`config.mk`:
```
export PLATFORM = sky130hd
export DESIGN_NAME = uart_tx
export DESIGN_NICKNAME = d
export VERILOG_FILES = /design/src/rtl/uart_tx.sv
export SDC_FILE = /design/constraint.sdc
export NUM_CORES = 1
export LEC_CHECK = 0
export CAP_MARGIN = 15
export CORE_MARGIN = 10
export CORE_UTILIZATION = 35
export CTS_CLUSTER_SIZE = 12
export DETAILED_ROUTE_END_ITERATION = 8
export DONT_BUFFER_PORTS = 1
export SLEW_MARGIN = 20
export SYNTH_ARGS = -nofsm -noshare
export SYNTH_HDL_FRONTEND = slang
export SYNTH_SLANG_ARGS = --single-unit
```
`constraint.sdc`:
```
create_clock -name clk -period 1.65 [get_ports clk]
set_input_delay 0.33 -clock clk [delete_from_list [all_inputs] [get_ports clk]]
set_output_delay 0.33 -clock clk [all_outputs]
set_load 0.02 [all_outputs]
```
`src/rtl/uart_tx.sv`:
```
// uart_tx: UART transmitter clocked at the oversampled baud rate.
// Frame on the line: start (0), data LSB first, optional parity, STOP_BITS stop (1).
// One bit period lasts OVERSAMPLE clk cycles. A holding register in front of
// the shift register lets the next frame start right after the last stop bit.
// The line output is registered from the current state, so tx goes low on the
// edge after the FSM enters START.
module uart_tx #(
   parameter int DATA_BITS  = 8,
   parameter int OVERSAMPLE = 16,
   parameter bit PARITY_EN  = 1'b0,
   parameter bit PARITY_ODD = 1'b0,
   parameter int STOP_BITS  = 1
) (
   input  logic                 clk,
   input  logic                 reset,
   input  logic [DATA_BITS-1:0] tx_data,
   input  logic                 tx_valid,
   output logic                 tx_ready,
   output logic                 tx,
   output logic                 busy
);

   localparam int BAUD_W = (OVERSAMPLE > 1) ? $clog2(OVERSAMPLE) : 1;
   localparam int BIT_W  = (DATA_BITS > 1) ? $clog2(DATA_BITS) : 1;

   localparam logic [BAUD_W-1:0] BAUD_LAST = BAUD_W'(OVERSAMPLE - 1);
   localparam logic [BIT_W-1:0]  DATA_LAST = BIT_W'(DATA_BITS - 1);
   localparam logic [BIT_W-1:0]  STOP_LAST = BIT_W'(STOP_BITS - 1);

   typedef enum logic [2:0] {
      IDLE,
      START,
      DATA,
      PARITY,
      STOP
   } state_t;

   state_t                 state_q,     state_d;
   logic [BAUD_W-1:0]      baud_cnt_q,  baud_cnt_d;
   logic [BIT_W-1:0]       bit_cnt_q,   bit_cnt_d;
   logic [DATA_BITS-1:0]   shift_q,     shift_d;
   logic                   parity_q,    parity_d;
   logic [DATA_BITS-1:0]   hold_q,      hold_d;
   logic                   hold_full_q, hold_full_d;
   logic                   tx_q,        tx_d;
   logic                   tx_ready_q,  tx_ready_d;
   logic                   busy_q,      busy_d;

   logic baud_last;
   logic transfer;
   logic accept;

   // Next-state logic: frame sequencing, holding-register handshake, line value.
   always_comb begin
      // NOTE: every _d takes its _q value first, so no branch can leave a latch behind.
      state_d     = state_q;
      baud_cnt_d  = baud_cnt_q;
      bit_cnt_d   = bit_cnt_q;
      shift_d     = shift_q;
      parity_d    = parity_q;
      hold_d      = hold_q;
      hold_full_d = hold_full_q;
      transfer    = 1'b0;

      baud_last = (baud_cnt_q == BAUD_LAST);
      accept    = tx_valid && tx_ready_q;

      case (state_q)
         IDLE: begin
            baud_cnt_d = '0;
            bit_cnt_d  = '0;
            if (hold_full_q) begin
               transfer = 1'b1;
            end
         end

         START: begin
            if (baud_last) begin
               baud_cnt_d = '0;
               bit_cnt_d  = '0;
               state_d    = DATA;
            end else begin
               baud_cnt_d = baud_cnt_q + 1'b1;
            end
         end

         DATA: begin
            if (baud_last) begin
               baud_cnt_d = '0;
               shift_d    = shift_q >> 1;
               if (bit_cnt_q == DATA_LAST) begin
                  bit_cnt_d = '0;
                  state_d   = PARITY_EN ? PARITY : STOP;
               end else begin
                  bit_cnt_d = bit_cnt_q + 1'b1;
               end
            end else begin
               baud_cnt_d = baud_cnt_q + 1'b1;
            end
         end

         PARITY: begin
            if (baud_last) begin
               baud_cnt_d = '0;
               bit_cnt_d  = '0;
               state_d    = STOP;
            end else begin
               baud_cnt_d = baud_cnt_q + 1'b1;
            end
         end

         STOP: begin
            if (baud_last) begin
               baud_cnt_d = '0;
               if (bit_cnt_q == STOP_LAST) begin
                  bit_cnt_d = '0;
                  // A waiting byte starts its frame with no idle cycle in between.
                  if (hold_full_q) begin
                     transfer = 1'b1;
                  end else begin
                     state_d = IDLE;
                  end
               end else begin
                  bit_cnt_d = bit_cnt_q + 1'b1;
               end
            end else begin
               baud_cnt_d = baud_cnt_q + 1'b1;
            end
         end

         default: begin
            state_d    = IDLE;
            baud_cnt_d = '0;
            bit_cnt_d  = '0;
         end
      endcase

      // Move the buffered byte into the shifter; parity is taken from the byte as loaded.
      if (transfer) begin
         shift_d     = hold_q;
         parity_d    = (^hold_q) ^ PARITY_ODD;
         hold_full_d = 1'b0;
         baud_cnt_d  = '0;
         bit_cnt_d   = '0;
         state_d     = START;
      end

      // A new byte wins over the transfer, so the holding register stays full.
      if (accept) begin
         hold_d      = tx_data;
         hold_full_d = 1'b1;
      end

      // The line follows the current state, one clk behind the state register.
      case (state_q)
         START:   tx_d = 1'b0;
         DATA:    tx_d = shift_q[0];
         PARITY:  tx_d = parity_q;
         default: tx_d = 1'b1;
      endcase

      tx_ready_d = !hold_full_d;
      busy_d     = (state_d != IDLE) || hold_full_d;
   end

   // State, counters, buffers and registered outputs; reset abandons any frame in flight.
   always_ff @(posedge clk or posedge reset) begin
      if (reset) begin
         state_q     <= IDLE;
         baud_cnt_q  <= '0;
         bit_cnt_q   <= '0;
         shift_q     <= '0;
         parity_q    <= 1'b0;
         hold_q      <= '0;
         hold_full_q <= 1'b0;
         tx_q        <= 1'b1;
         tx_ready_q  <= 1'b1;
         busy_q      <= 1'b0;
      end else begin
         // NOTE: non-blocking assignments, so every flop samples its pre-edge inputs.
         state_q     <= state_d;
         baud_cnt_q  <= baud_cnt_d;
         bit_cnt_q   <= bit_cnt_d;
         shift_q     <= shift_d;
         parity_q    <= parity_d;
         hold_q      <= hold_d;
         hold_full_q <= hold_full_d;
         tx_q        <= tx_d;
         tx_ready_q  <= tx_ready_d;
         busy_q      <= busy_d;
      end
   end

   assign tx       = tx_q;
   assign tx_ready = tx_ready_q;
   assign busy     = busy_q;

endmodule

```
### Drive-strength map, run 1

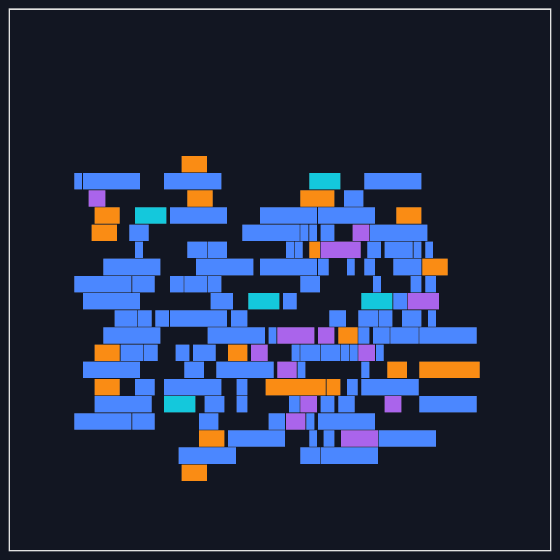
_3 and _4 cells -> purple  # cells 13
_6 and larger -> cyan  # cells 5
_2 cells -> orange  # cells 18
_0 and _1 cells -> blue  # cells 100

### Track usage over the die, run 1

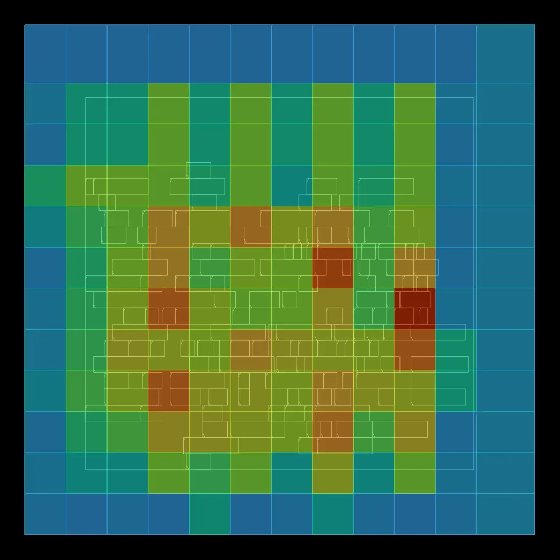
global-route met3 utilization: 4.92%
overall routing resource usage: 8.44%
global-route track usage on met1: 9.02%

### Clock network drawn from the DEF, run 1

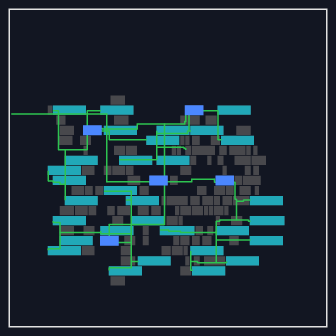
flip-flops -> cyan  # count 31
clock drivers -> blue  # count 5
clock wires -> green  # length 439 um
routed clock nets = 6

==> out/qor.log, run 1 <==
INFO  route          antenna_violating_nets_post_route=0
INFO  die            die_area=7330um2
INFO  grt            largest_net_degree_at_the_start_of_global_routing=32
INFO  logic_synthesis synthDominantCellAreaShare=48.1%
INFO  logic_synthesis ys_sh_simple=14.4%
INFO  final_timing   worst_pin_slew=394ps
INFO  grt            grt_antenna_before_repair=0
INFO  final_layout   biggestCellCategory=flip-flops and latches
INFO  logic_synthesis synthXorXnorAreaFrac=6.39%
INFO  route          drc=0
INFO  status         status=finished clean
INFO  logic_synthesis and_or_or_and_share_of_the_synthesized_area=13.0%
INFO  die            die_h=85.6um
INFO  logic_synthesis total_nets_after_synthesis=140
INFO  die            tapcell.inserted=50
INFO  run            max_cap_violations=0
INFO  run            log.warning_count=27
INFO  final_layout   area_growth=11.2%
INFO  route          routed-via-count=940
INFO  logic_synthesis top_cells_by_count=29 x dfrtp_1, 10 x mux2_2, 8 x xnor2_1
INFO  logic_synthesis post_synth_main_logic_family=simple AND/OR/NAND/NOR gates
INFO  final_layout   seq_cell_count=31
INFO  placed_design  dp_slack=-26.8ps
INFO  logic_synthesis adder_share=3.32%
INFO  critical_path  critical-path-slowest-cell=dfrtp_1
INFO  logic_synthesis enable_flop_cells=0
INFO  grt            globalRoute.totalOverflow=0
INFO  final_layout   n_all_buffers=7
INFO  placed_design  place_hpwl=1980um
INFO  route          vias_per_cell=5.05
INFO  critical_path  crit-reg2reg-launch=bit_cnt_q[0]
INFO  critical_path  critical_path_buf_inv_count=1
INFO  final_layout   layout.comb_gates.multi_input=85
INFO  final_layout   comb_area_share=40.7%
INFO  critical_path  crit_start=bit_cnt_q[0]
INFO  final_timing   final.setup.tns=0ps
INFO  die            initial_core_util=36.9%
INFO  critical_path  endpoint_of_the_lowest_slack_register_to_register_path=shift_q[1]
INFO  logic_synthesis ys_area=1510um2
INFO  critical_path  crit_end=shift_q[1]
INFO  final_timing   max_slew_margin=73.7%
INFO  critical_path  reg2regPathDepth=6
INFO  clock_network  cts_hold_buf=0
INFO  grt            grt_pass1_vias=1,045
INFO  final_layout   area.combinational=683um2
INFO  die            area_inside_the_core_boundary=4090um2
INFO  final_timing   clock_skew=6.68ps
INFO  final_timing   min_period_over_period=94.1%
INFO  route          avgRoutedWirePerCell=15.3um
INFO  logic_synthesis mux_area_share=7.47%
INFO  clock_network  post_cts_setup_buffers=0
INFO  power          highest_ir_drop_seen_on_vdd=0.971mV
INFO  grt            grt_pass1_wl=4850um
INFO  final_layout   antennaDiodeCount=0
INFO  die            design.portCount=14
INFO  logic_synthesis synth-warning-count=0
INFO  critical_path  worstSetupPathType=flop to flop
INFO  critical_path  cp_data_required_time=1810ps
INFO  clock_network  cts_tree=built
INFO  final_layout   signal_buffer_area_fraction=3.13%
INFO  critical_path  critical_path_cell_count=6
INFO  logic_synthesis top_cell=dfrtp_1
INFO  clock_network  cts_num_sinks=31
INFO  logic_synthesis avgSynthCellArea=12.1um2
INFO  final_layout   nNetsFinal=150
INFO  logic_synthesis synth_cell_type_count=36
INFO  clock_network  clock_tree.root_cell=clkbuf_8
INFO  die            floorplan.die.width=85.6um
INFO  critical_path  cp-end-kind=flop
INFO  final_timing   worst_path_setup_slack_after_routing=97.5ps
INFO  power          p_per_area=1870nW/um2
INFO  critical_path  regToRegSetupSlack=100ps
[run 1: cells by family (layout without fill, tap and decap cells)]
logic type	after synthesis	in the layout
AND/OR/NAND/NOR	36	36
flip-flops	31	31
AND-OR/OR-AND	24	24
XOR/XNOR	11	11
multiplexers	10	10
buffers and inverters	9	20
adder cells (fa/ha/maj)	4	4
[run 1: through the flow]
step / cells / util (%) / instance area [um2] / power (mW) / hold slack (ps)
after floorplan: 125 / - / 1510 / 2.33 / 432
after global placement: 177 / 38.6 / 1580 / 2.52 / 320
after detailed placement: 177 / 38.6 / 1580 / 2.57 / 331
after CTS: 185 / 40.6 / 1660 / 3.17 / 23.5
after global routing: 186 / 41.0 / 1680 / 3.38 / 27.1
final: 186 / 41.0 / 1680 / 3.14 / 14.7
[run 1: report_power, final]
part / internal [mW] / switching (mW)
Clock: 0.295 / 0.273
Combinational: 0.638 / 0.537
Sequential: 1.10 / 0.292
Total: 2.03 / 1.10
[run 1: registers in the layout, indices dropped and copies added, names as in the netlist]
register,cells
busy,1
bit_cnt_q,3
baud_cnt_q,4
state_q,3
hold_q,8
tx,1
shift_q,8
tx_ready,1
hold_full_q,1
parity_q,1
[run 1: cells in the final DEF (no fill, tap or decap), types with 2 or more instances in the layout]
cell      instances
dfrtp_1          29
mux2_2           10
xnor2_1           8
nand2_1           7
and2_1            7
a221o_1           7
buf_4             7
nor2_1            6
inv_1             5
a21oi_1           5
clkbuf_8          5
nand3_1           3
xor2_1            3
ha_1              3
and2_4            2
nand2b_1          2
a22o_1            2
clkbuf_1          2
dfstp_2           2
[run 1: per-layer routing]
layer  global-route usage, %  up-vias  share of wire, %
li1                        -      458                 -
met1                    9.02      462                46
met2                    13.3       15                46
met3                    4.92        5               6.3
met4                    3.59        0               1.6
met5                       0        -                 0
### M3 wires, run 1

Cells faint in the background.
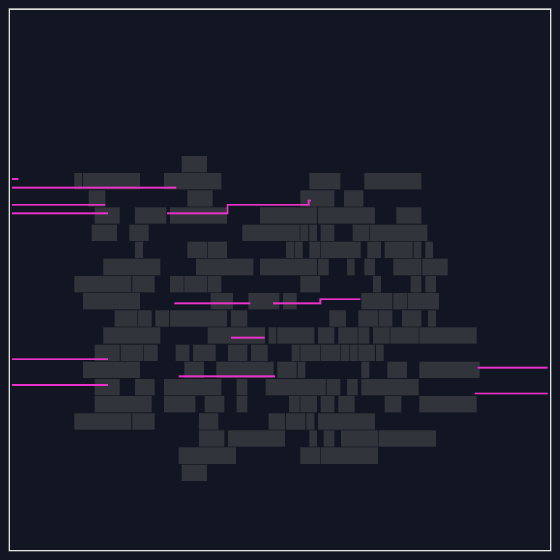

## Run 2: what changed since run 1
- CTS_BUF_LIST: default -> sky130_fd_sc_hd__clkbuf_4
### M3 wires, run 2

Cells faint in the background.
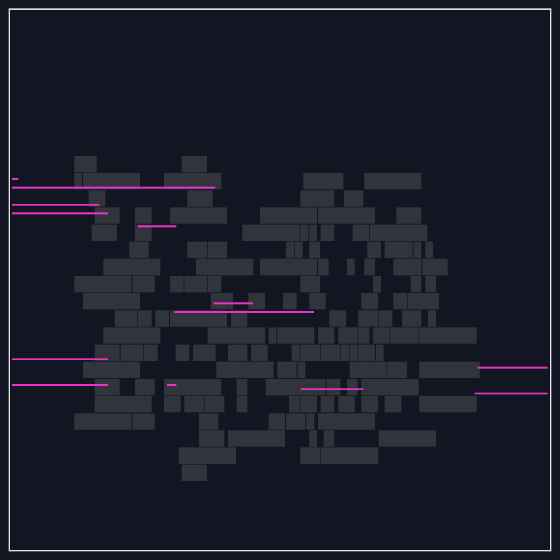
share of all routed wire = 5.6%
main direction = horizontal
wire length on this layer = 158 um
nets with wire on the layer = 9
longest straight run = 32.0 um

### Track usage over the die, run 2

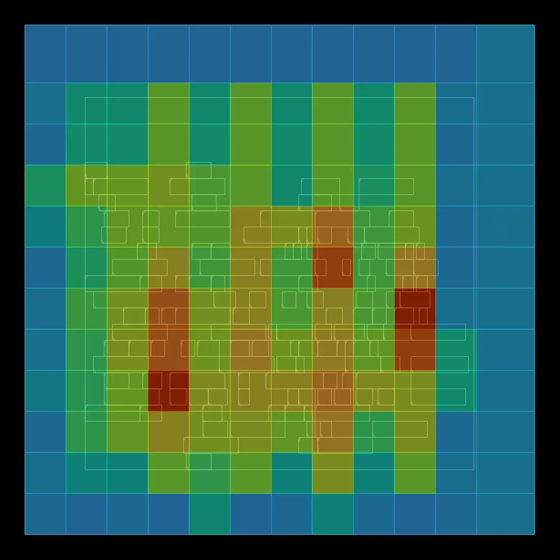
average wire per standard cell: 15.0 um
grt met2 use: 12.5%

==> out/qor.log, run 2 <==
INFO  route          routed-via-count=939 [was 940]
INFO  power          netSwitchingPower=1.08mW [was 1.10 mW]
INFO  power          seq_power_share=46.0% [was 44.4%]
INFO  final_layout   fraction_of_layout_cells_with_a_size_suffix_above_1=27.7% [was 26.5%]
INFO  final_layout   antennaDiodeCount=0 [unchanged]
INFO  power          switching_share_of_power=35.9% [was 35.1%]
INFO  grt            grt_antenna_before_repair=0 [unchanged]
INFO  route          drc=0 [unchanged]
INFO  placed_design  place_hpwl=1980um [unchanged]
INFO  critical_path  crit-reg2reg-launch=bit_cnt_q[0] [unchanged]
INFO  grt            largest_net_degree_at_the_start_of_global_routing=32 [unchanged]
INFO  final_timing   clock_skew=10.2ps [was 6.68 ps]
INFO  logic_synthesis ys_dominant_reg_cell=dfrtp_1 [unchanged]
INFO  clock_network  cts_tree=built [unchanged]
INFO  route          antenna_violating_nets_post_route=0 [unchanged]
INFO  die            design.portCount=14 [unchanged]
INFO  die            area_inside_the_core_boundary=4090um2 [unchanged]
INFO  placed_design  detailed_place.area=1580um2 [unchanged]
INFO  final_layout   registers_with_the_highest_flip_flop_counts=hold_q: 8 flops, shift_q: 8 flops, baud_cnt_q: 4 flops [unchanged]
INFO  logic_synthesis synthDominantCellAreaShare=48.1% [unchanged]
INFO  final_layout   area_growth=10.3% [was 11.2%]
INFO  logic_synthesis total_nets_after_synthesis=140 [unchanged]
INFO  placed_design  place.port_buffers=0 [unchanged]
INFO  die            die_area=7330um2 [unchanged]
INFO  grt            grt_pass1_wl=4760um [was 4850 um]
INFO  grt            globalRouteTotalUtil=8.21% [was 8.44%]
INFO  placed_design  post-place-cells=177 [unchanged]
INFO  grt            grt_pass1_vias=1,014 [was 1,045]
INFO  die            initial_core_util=36.9% [unchanged]
INFO  clock_network  cts_num_sinks=31 [unchanged]
INFO  clock_network  htree_num_levels=2 [unchanged]
INFO  power          internal-power=1.94mW [was 2.03 mW]
INFO  logic_synthesis synth_cell_type_count=36 [unchanged]
INFO  die            floorplan.die.width=85.6um [unchanged]
INFO  final_timing   worst_path_setup_slack_after_routing=101ps [was 97.5 ps]
INFO  placed_design  dp_slack=-26.8ps [unchanged]
INFO  grt            globalRoute.totalOverflow=0 [unchanged]
INFO  final_layout   final-instance-count-excl-fill=187 [was 186]
INFO  power          power.share.combinational=38.8% [was 37.5%]
INFO  final_layout   layout.cell_area.non_filler=1660um2 [was 1680 um2]
INFO  logic_synthesis synth-warning-count=0 [unchanged]
INFO  logic_synthesis top_cell=dfrtp_1 [unchanged]
INFO  final_timing   grt_setup_unrepaired=false [unchanged]
INFO  critical_path  cp-end-kind=flop [unchanged]
INFO  final_timing   final.setup.tns=0ps [unchanged]
INFO  final_timing   fmax=646MHz [was 644 MHz]
INFO  critical_path  critical_path.max_fanout=7 [unchanged]
INFO  route          vias_per_cell=5.02 [was 5.05]
INFO  final_timing   worst_pin_slew=389ps [was 394 ps]
INFO  logic_synthesis avgSynthCellArea=12.1um2 [unchanged]
INFO  logic_synthesis ys_area=1510um2 [unchanged]
INFO  final_layout   mostFrequentLayoutCell=dfrtp_1 [unchanged]
INFO  status         status=finished clean [unchanged]
INFO  run            max_cap_violations=0 [unchanged]
INFO  logic_synthesis top_cells_by_count=29 x dfrtp_1, 10 x mux2_2, 8 x xnor2_1 [unchanged]
INFO  critical_path  critical-path-slowest-cell=dfrtp_1 [unchanged]
INFO  power          p_per_area=1820nW/um2 [was 1870 nW/um2]
INFO  final_layout   post-route-util=40.7% [was 41.0%]
INFO  logic_synthesis enable_flop_cells=0 [unchanged]
INFO  final_layout   nNetsFinal=151 [was 150]
INFO  critical_path  crit_start=bit_cnt_q[0] [unchanged]
INFO  final_layout   layout.cells.most_common_list=29 x dfrtp_1, 10 x mux2_2, 8 x xnor2_1 [unchanged]
INFO  power          share_clk_of_total_power=15.1% [was 18.1%]
INFO  die            die_h=85.6um [unchanged]
INFO  power          highest_ir_drop_seen_on_vdd=1.05mV [was 0.971 mV]
INFO  critical_path  critical_path_buf_inv_count=1 [unchanged]
INFO  final_timing   min_period_over_period=93.9% [was 94.1%]
INFO  final_timing   max_slew_margin=74.0% [was 73.7%]
INFO  final_timing   whs=131ps [was 14.7 ps]
INFO  final_timing   final-setup-viol-count=0 [unchanged]
INFO  critical_path  worstSetupPathType=flop to flop [unchanged]
INFO  clock_network  clock_tree.root_cell=clkbuf_4 [was clkbuf_8]
INFO  critical_path  cp_data_required_time=1860ps [was 1810 ps]
-- run 2: final timing paths --
check / cells past startpoint / slack (ps) / end
max: 6 / 100 / shift_q[1]
min reg2reg: 1 / 470 / baud_cnt_q[0]
min in group asynchronous: 3 / 510 / state_q[2]
min: 1 / 130 / hold_full_q
max reg2reg: 6 / 100 / shift_q[1]
max in group asynchronous: 3 / 820 / tx
-- run 2: layout make-up --
cell class,instances,area (um2),area share [%]
sequential,31,778,46.8
multi-input combinational,85,683,41.1
timing repair buffer,8,62.6,3.76
tap,50,62.6,3.76
clock buffer,7,52.6,3.16
inverter,5,18.8,1.13
clock inverter,1,5.00,0.301
-- run 2: routing by layer --
layer / part of all wire [%] / GRT usage, % / vias up
met5: 0 / 0 / -
met4: 0.89 / 3.14 / 0
met3: 5.6 / 4.92 / 3
met2: 47 / 12.5 / 17
met1: 46 / 9.13 / 456
li1: - / - / 463
-- run 2: cell families after synthesis --
group                    share of synthesized area, %
multiplexers                                     7.47
XOR/XNOR                                         6.39
AND/OR/NAND/NOR                                  14.4
flip-flops                                       51.6
adder cells (fa/ha/maj)                          3.32
AND-OR/OR-AND                                    13.0
buffers and inverters                            3.73
-- run 2: power by group through the flow --
stage / Clock (mW) / Combinational (mW) / Sequential (mW)
final: 0.457 / 1.17 / 1.39
after global routing: 0.516 / 1.31 / 1.43
after CTS: 0.476 / 1.18 / 1.39
after detailed placement: 0 / 1.17 / 1.41
after global placement: 0 / 1.13 / 1.39
after floorplan: 0 / 1.01 / 1.32
-- run 2: what timing repair did --
item,in CTS,in global routing
hold buffers,1,0
endpoints found under the hold margin,29,0
setup buffers,0,1
pin swaps,1,2
gates resized,0,2
endpoints found under the setup margin,7,7
Power is estimated from default activity; no workload was simulated.
